pdn.png
Scale bar: 20 µm. Pins as bars on the die edge. Tap cells in gray.
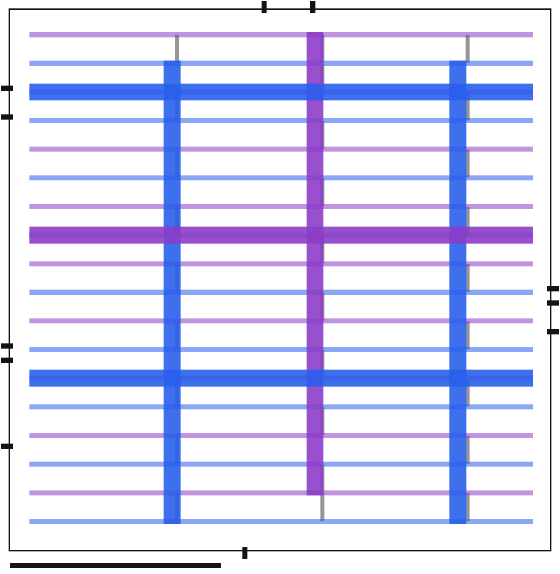
cell_classes.png
Scale bar: 20 µm.
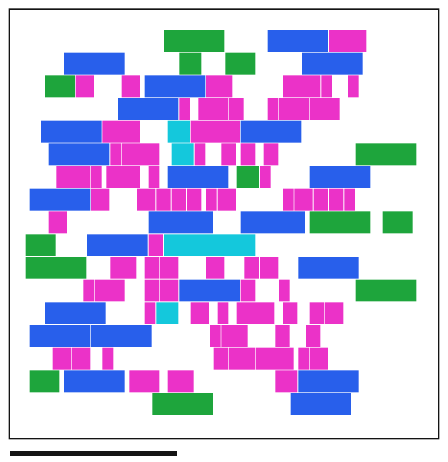
clock_map.png
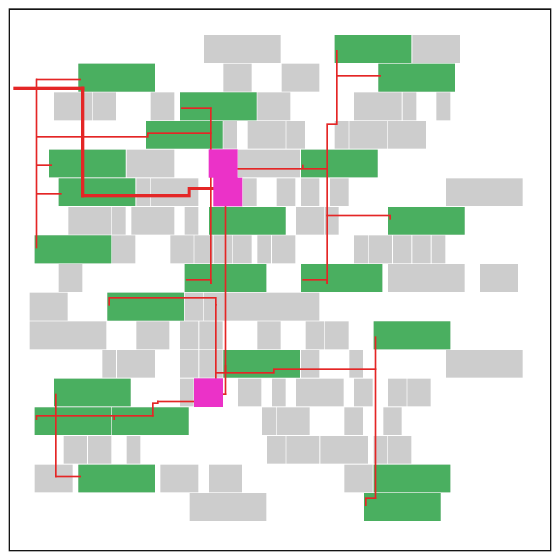
metal_stack.png
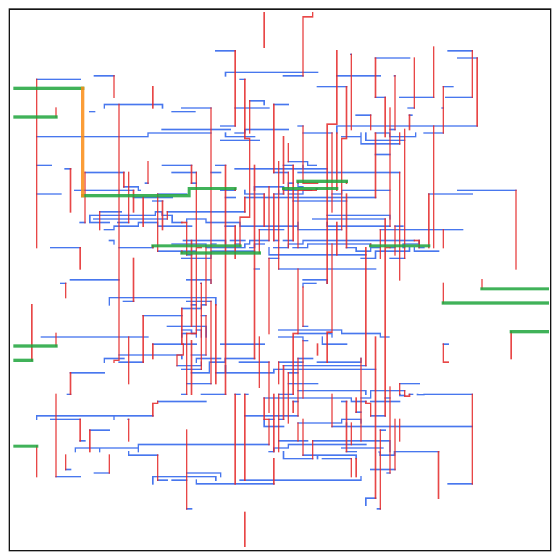
final_congestion.png
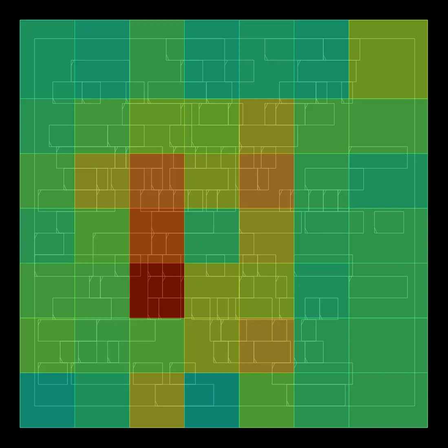
<file path="src/rtl/micro_cond_gen_pkg.sv">
// micro_cond_gen_pkg: shared channel states, default debounce sizing and condition bit indices
package micro_cond_gen_pkg;
  typedef enum logic {ST_STABLE = 1'b0, ST_CHECK = 1'b1} deb_state_e;
  localparam int DEB_CYCLES_DEF = 4;
  localparam int CNT_W_DEF = 3;
  localparam int X1_IDX = 0;
  localparam int X2_IDX = 1;
  localparam int X3_IDX = 2;
endpackage

</file>
<file path="src/rtl/micro_debounce.sv">
// micro_debounce: one condition channel, two-flop synchroniser followed by a debounce FSM and counter
module micro_debounce import micro_cond_gen_pkg::*; #(
  parameter int DEB_CYCLES = DEB_CYCLES_DEF,
  parameter int CNT_W = CNT_W_DEF
) (
  input  logic i_clk,
  input  logic i_rst,
  input  logic i_en,
  input  logic i_raw,
  output logic o_level,
  output logic o_chg,
  output logic o_busy
);
  localparam logic [CNT_W-1:0] LAST = CNT_W'(DEB_CYCLES - 1);
  logic r_s1, r_s2, r_level;
  logic [CNT_W-1:0] r_cnt;
  deb_state_e r_state;
  logic w_diff, w_done;
  assign w_diff = r_s2 != r_level;
  assign w_done = i_en && r_state == ST_CHECK && w_diff && r_cnt == LAST;
  // synchroniser keeps running while the channel is frozen
  always_ff @(posedge i_clk) begin
    if (i_rst) begin
      r_s1 <= 1'b0;
      r_s2 <= 1'b0;
    end else begin
      r_s1 <= i_raw;
      r_s2 <= r_s1;
    end
  end
  // accept a new level only after it has held DEB_CYCLES enabled cycles; any return to the old level aborts
  always_ff @(posedge i_clk) begin
    if (i_rst) begin
      r_state <= ST_STABLE;
      r_cnt   <= '0;
      r_level <= 1'b0;
    end else if (i_en) begin
      if (r_state == ST_STABLE) begin
        r_state <= w_diff ? ST_CHECK : ST_STABLE;
        r_cnt   <= w_diff ? CNT_W'(1) : '0;
      end else if (!w_diff || w_done) begin
        r_state <= ST_STABLE;
        r_cnt   <= '0;
        r_level <= w_done ? r_s2 : r_level;
      end else begin
        r_cnt <= r_cnt + CNT_W'(1);
      end
    end
  end
  assign o_level = r_level;
  assign o_chg   = w_done;
  assign o_busy  = r_state == ST_CHECK;
endmodule

</file>
<file path="src/rtl/micro_cond_gen.sv">
// micro_cond_gen: synchronises and debounces the three automaton condition inputs x1..x3
module micro_cond_gen import micro_cond_gen_pkg::*; #(
  parameter int DEB_CYCLES = DEB_CYCLES_DEF,
  parameter int CNT_W = CNT_W_DEF
) (
  input  logic       i_clk,
  input  logic       i_rst,
  input  logic       i_en,
  input  logic [2:0] i_raw,
  output logic       o_x1,
  output logic       o_x2,
  output logic       o_x3,
  output logic       o_chg,
  output logic       o_stable
);
  logic [2:0] w_level, w_chg, w_busy;
  logic r_chg;
  if (DEB_CYCLES < 2 || (2 ** CNT_W) <= DEB_CYCLES) begin : g_bad_cfg
    $error("micro_cond_gen: need DEB_CYCLES >= 2 and 2**CNT_W > DEB_CYCLES");
  end
  for (genvar c = 0; c < 3; c++) begin : g_ch
    micro_debounce #(.DEB_CYCLES(DEB_CYCLES), .CNT_W(CNT_W)) u_deb (
      .i_clk  (i_clk),
      .i_rst  (i_rst),
      .i_en   (i_en),
      .i_raw  (i_raw[c]),
      .o_level(w_level[c]),
      .o_chg  (w_chg[c]),
      .o_busy (w_busy[c])
    );
  end
  // channels updating on the same edge merge into one pulse, aligned with the o_x* update
  always_ff @(posedge i_clk) begin
    r_chg <= i_rst ? 1'b0 : |w_chg;
  end
  assign o_x1     = w_level[X1_IDX];
  assign o_x2     = w_level[X2_IDX];
  assign o_x3     = w_level[X3_IDX];
  assign o_chg    = r_chg;
  assign o_stable = ~|w_busy;
endmodule
</file>
<file path="config.mk">
export PLATFORM = sky130hd
export DESIGN_NAME = micro_cond_gen
export DESIGN_NICKNAME = d
export VERILOG_FILES = /design/src/rtl/micro_cond_gen_pkg.sv /design/src/rtl/micro_debounce.sv /design/src/rtl/micro_cond_gen.sv
export SDC_FILE = /design/constraint.sdc
export NUM_CORES = 1
export LEC_CHECK = 0
export CAP_MARGIN = 20
export CORE_MARGIN = 1.5
export CORE_UTILIZATION = 40
export DETAILED_ROUTE_END_ITERATION = 10
export SYNTH_ARGS = -nofsm -noshare
export SYNTH_HDL_FRONTEND = slang
export SYNTH_SLANG_ARGS = --single-unit
</file>
<file path="constraint.sdc">
create_clock -name i_clk -period 1.7 [get_ports i_clk]
set_clock_uncertainty 0.2 [all_clocks]
set_input_delay 0.34 -clock i_clk [delete_from_list [all_inputs] [get_ports i_clk]]
set_output_delay 0.34 -clock i_clk [all_outputs]
set_load 0.05 [all_outputs]
</file>
==> summary.txt <==
Latest figures from synthesis and place and route.

The worst setup slack after layout is 0.0719 ns. The floorplan row count is 17. The first-pass iteration count of the detailed router is 4. Summed over the clock group, the power is 0.000396 W. The hold violation count in the final report is 0. The detailed placement HPWL is 1190 µm.

In this run the VDD rail shows a maximum IR drop of 0.497 mV. The total nets after synthesis is roughly 110. The data required time of the critical path is 1.16 ns. The layout contains a multi-input combinational cell count of 68.

As reported, the later end of the worst-skew pair has a clock insertion delay of 0.30 ns. Counting every sink on the clock net gives 22. The congestion estimate from routability-driven global placement came to around 0.76. The storage element area is 443 µm². The floorplan step defined a core boundary enclosing 0.00221 mm². The transition time at the pin with the least slew margin is approximately 0.38 ns. The flow ran to the end, and the final reports show no timing, DRC or antenna violations. CTS built an H-tree with a depth of 1. The average vias per placed instance is 5.17. The met1 capacity usage during global routing is 17.9%.

The remaining global-route overflow is 0. Setup repair after global routing left no endpoint under its margin. The DRC violation total after the first TritonRoute iteration is 34. The register area share after synthesis is a little under half. The minimum clock period is around 1.6 ns. TritonCTS built the clock tree. The final antenna-violating net count is 0. The launch point of the worst reg-to-reg path is g_ch[2].u_deb.r_cnt[0].

The routed length on met2 is around 800 µm. The design draws 0.000999 W. Walking the critical path from launch to capture passes 2 cell instances.

Leaving out fill and tap cells, the most frequent cell in the layout is dfxtp_1. The post-placement cell count is 137. The cell-mix breakdown from Yosys lists the adder-cell area share as under 10%. The total clock buffers created by CTS is 3. The gate family responsible for the most delay along the worst path is flip-flops. The layout has 6 inverters outside the clock class.

The number of antenna violations at the first check in global routing is 0. The synthesized netlist cell count is 100. For this design, the CTS-stage hold fixing added 0 buffers. The highest metal layer with signal wires is met4. Counting both buffers and inverters, the worst setup path holds a total of 1. Wire segments on met3 add up to 83 µm in the final route. The fraction of cell area in multi-input combinational cells is reported as a little under two fifths. The xor and xnor area share after synthesis is around 2.8%.

Non-clock buffers in the final layout number 13. The routed wirelength on the met1 layer is recorded as a little under 800 µm. The setup-violating endpoint count in the final report is 0.

The most critical setup path has its endpoint at o_stable. The worst setup path is launched from a flop. For this run, the top clock speed supported by timing is 614 MHz.

The kind of critical path is flop to output port. The worst reg-to-reg setup slack is 0.19 ns. The max-cap check violation count is 0. The and-or/or-and share of the synthesized area is 11.5%. For met3 alone, demand over resource in global routing was 2.05%. The worst register-to-register path has a depth of 5.

The final-layout worst hold slack is 0.252 ns. The worst setup slack before clock tree synthesis is -0.0483 ns. 0 antenna diodes ended up in the layout.

The buffer_ports step reported a buffer count of 10. According to the timing report, the arrival time at the worst endpoint equals 1.09 ns.
About pdn.png:
legend:
  purple:
    net: VDD
  blue:
    net: VSS
met4 straps: 3
met1 rails: 18

About cell_classes.png:
legend:
  green:
    class: other buffers and delay cells
    cells: 13
    share_of_their_area: 16%
  blue:
    class: flip-flops
    cells: 22
    share_of_their_area: 38%
  magenta:
    class: all other logic
    cells: 74
    share_of_their_area: 41%
  cyan:
    class: clock drivers and dummy loads
    cells: 4
    share_of_their_area: 4.5%

About clock_map.png:
legend:
  green:
    item: flip-flops
    count: 22
  magenta:
    item: cells driving clock nets
    count: 3
  red:
    item: clock wires
    length: 249 µm
routed clock nets: 4

About metal_stack.png:
legend:
  orange:
    layer: met4
    wire_length: 10.2 µm
  blue:
    layer: met1
    wire_length: 777 µm
  red:
    layer: met2
    wire_length: 790 µm
  green:
    layer: met3
    wire_length: 83.5 µm

About final_congestion.png:
overall fraction of global-route tracks in use: 13.6%
met2 Resource Use GR: 21.9%
busiest layer in global routing: met2
Final Util: 54.1%
routed wire length per instance: 11.8 µm

Power and IR drop assume default switching activity.
